==> images/placement_by_type.png <==
Bar = 20 um. Fill, decap, tap and diode cells in gray.
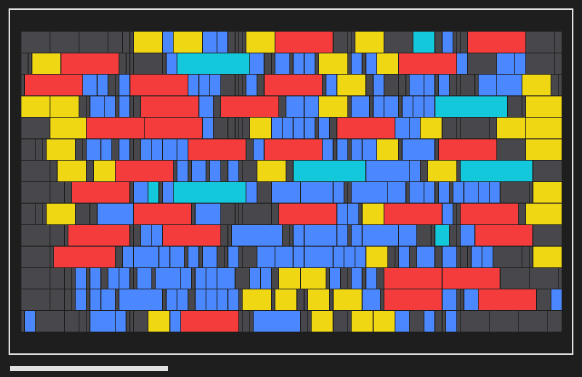
==> images/io_fan.png <==
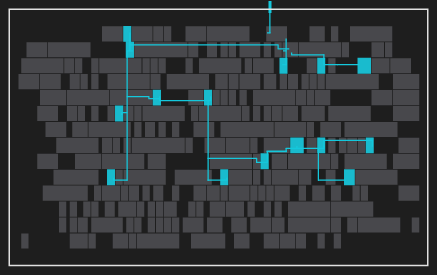
==> images/layer_met1.png <==
Supply wires on this layer in gray.
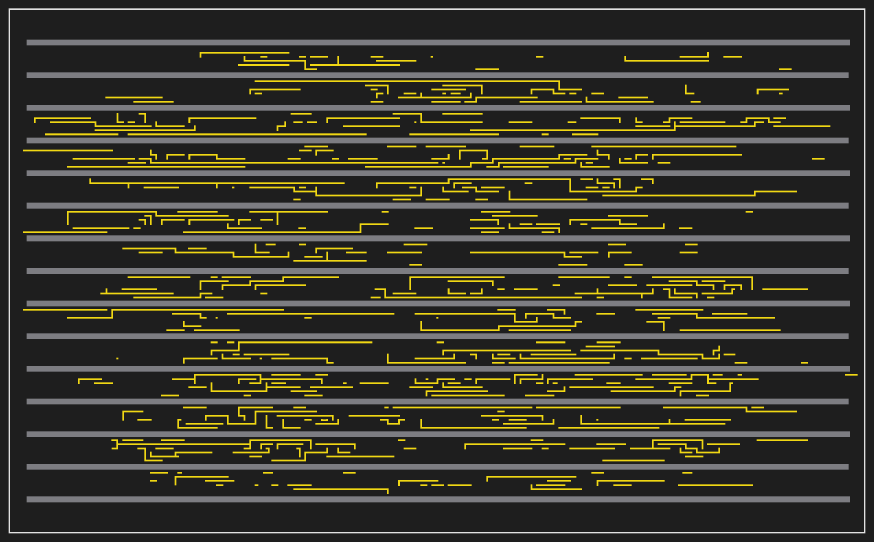
==> images/congestion.png <==
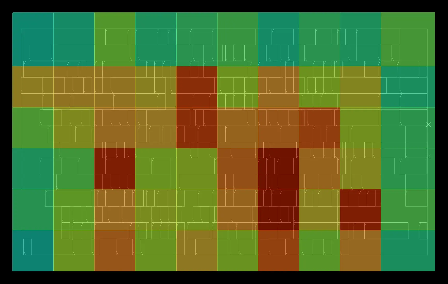
==> images/metal_density.png <==
Bar = 20 um. The die is cut into 14 by 9 equal tiles; white is low, dark blue is high, scaled to the fullest tile. Values are wire area over tile area, all layers added.
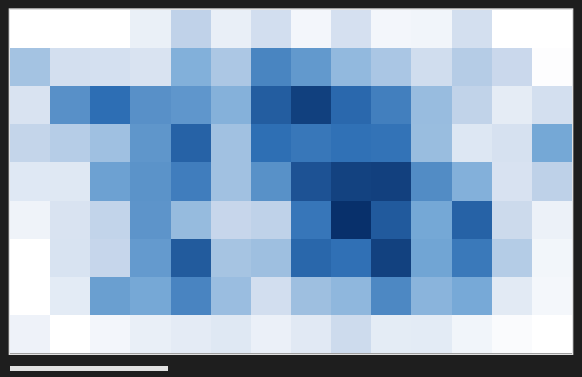
Design wb_master, sky130hd; sources not shown.
==> reports/results.tsv <==
stage	metric	value	unit
run_status	status	finished with violations	
run_status	failing checks	DRC	
hold_path	worst min-delay path class	reg2reg	
grt	first-pass GRT wire length	5.37	mm
power	clock network fraction of total power	45.7	%
synthesis	Avg Cell Area, Syn	7.41	um2
setup_path	CP required	1760	ps
timing	final setup violating endpoints	0	
layout	proportion of layout cells with a drive suffix above 1	19.8	%
layout	Layout area overhead	37.9	%
layout	Register Area	603	um2
timing	max-slew violation count	0	
cts	Clk pin slew, worst setup/hold paths	50	ps
drt	vias per std cell	4.87	
hold_path	Min-Delay Path Depth	2	
place	Cell Area, Placed	1710	um2
setup_path	critical path's top delay family	buffers and inverters	
setup_path	CP bufs+invs	1	
drt	DR pass1 iterations	7	
power	leakage power	0.949	nW
place	Final Wtd Congestion	0.840	
power	Pint	1.04	mW
synthesis	yosys stat chip area	1410	um2
synthesis	synth unique cells	26	
synthesis	Synth Instances	190	
drt	DRC	2	
layout	fillers	197	
cts	H-tree lvl count	2	
place	Post-DP HPWL	2.19	mm
synthesis	Synth top area share	42.7	%
timing	Final Hold Fails	0	
setup_path	worst reg2reg setup slack	390	ps
cts	CTS tree	done	
synthesis	sequential share of the synthesized area	42.7	%
synthesis	ys cells	190	
Notes on placement_by_type.png above:
[other buffers and delay cells] yellow | cells: 41
[clock drivers and dummy loads] cyan | cells: 8
[flops] red | cells: 30
[combinational and other logic] blue | cells: 153
row cnt: 14
design area: 1940 um2
fraction of area in registers: 31.1%
final core utilization: 74.4%

Notes on io_fan.png above:
[RST_I] cyan | bits: 1 | direction: input | end cells: 15 | buffers: 2 | wire: 158 um
io pins: 33
# port buffers: 27

Notes on layer_met1.png above:
longest straight run: 25.3 um
share of all routed wire: 45%
wire length on this layer: 1,490 um
nets with wire on the layer: 221
main direction: horizontal
GR Util met1: 26.5%
detailed-route via count: 1,285
Total Routed Length: 3.35 mm

Notes on congestion.png above:
wire per inst: 12.7 um
met2 Track Usage GR: 41.0%
Most Crowded Layer GR: met2

Notes on metal_density.png above:
mean over tiles: 0.17
fullest tile: 0.46
densest ninth of the die: middle
nearly empty tiles: 7.9%
total global-route track usage: 23.3%

placed cells by master (no fill, tap or decap), types with 2 or more instances in the layout:
| cell | instances |
|---|---|
| buf_4 | 14 |
| inv_1 | 23 |
| clkdlybuf4s50_1 | 21 |
| ha_2 | 2 |
| dlymetal6s2s_1 | 5 |
| nor2_4 | 3 |
| o21ai_1 | 8 |
| ha_1 | 3 |
| nand2_1 | 38 |
| inv_2 | 6 |
| nand3_1 | 13 |
| xor2_1 | 4 |
| dfxtp_2 | 2 |
| nand2_2 | 4 |
| clkbuf_16 | 5 |
| nor2_2 | 3 |
| nand3_2 | 2 |
| nor2_1 | 27 |
| dfxtp_1 | 28 |
| nand4_1 | 2 |
| a21oi_1 | 3 |
| conb_1 | 5 |
power by group through the flow:
stage / clock (mW) / combinational, mW / sequential [mW]
floorplan: 0 / 0.118 / 0.586
global placement: 0 / 0.179 / 0.573
detailed placement: 0 / 0.184 / 0.574
CTS: 0.651 / 0.188 / 0.563
global route: 0.678 / 0.218 / 0.565
finish: 0.647 / 0.204 / 0.564
final cells by class:
| class | count | share of cell area, % |
|---|---|---|
| multi-input combinational | 124 | 34.0 |
| inverter | 29 | 5.61 |
| sequential | 30 | 31.1 |
| tap | 32 | 2.06 |
| timing repair buffer | 41 | 19.9 |
| clock buffer | 5 | 6.45 |
| clock inverter | 3 | 0.838 |
metal layers:
layer  track usage, %  share of wire (%)
met5                0                  0
met1             26.5                 44
met3             7.67                4.5
met4             10.0                1.6
met2             41.0                 49
stage by stage:
stage	utilization, %	setup TNS (ps)	power (mW)	hold slack [ps]	worst slack (ps)
2_1_floorplan	-	0	0.704	505	315
3_3_place_gp	65.5	0	0.752	461	88.9
3_5_place_dp	65.5	-56.0	0.758	466	-29.0
4_1_cts	71.3	0	1.40	478	301
5_1_grt	74.4	0	1.46	496	251
6_report	74.4	0	1.42	479	331
repair_timing:
action	CTS	global route
endpoints found under the setup margin	9	15
buffers inserted	1	6
resized	3	15
hold buffers	0	0
pin swaps	1	5
gates cloned	0	0
kinds of logic (layout without fill, tap and decap cells):
kind of cell	after synthesis	in the layout	share of synthesized area (%)
AND/OR/NAND/NOR	97	97	32.2
buffers and inverters	40	78	13.1
flip-flops	30	30	42.7
AND-OR/OR-AND	13	13	4.89
adder cells (fa/ha/maj)	5	5	4.44
XOR/XNOR	4	4	2.49
other	1	5	0.266
Power figures rest on the tool's default switching activity, not on a simulated workload.
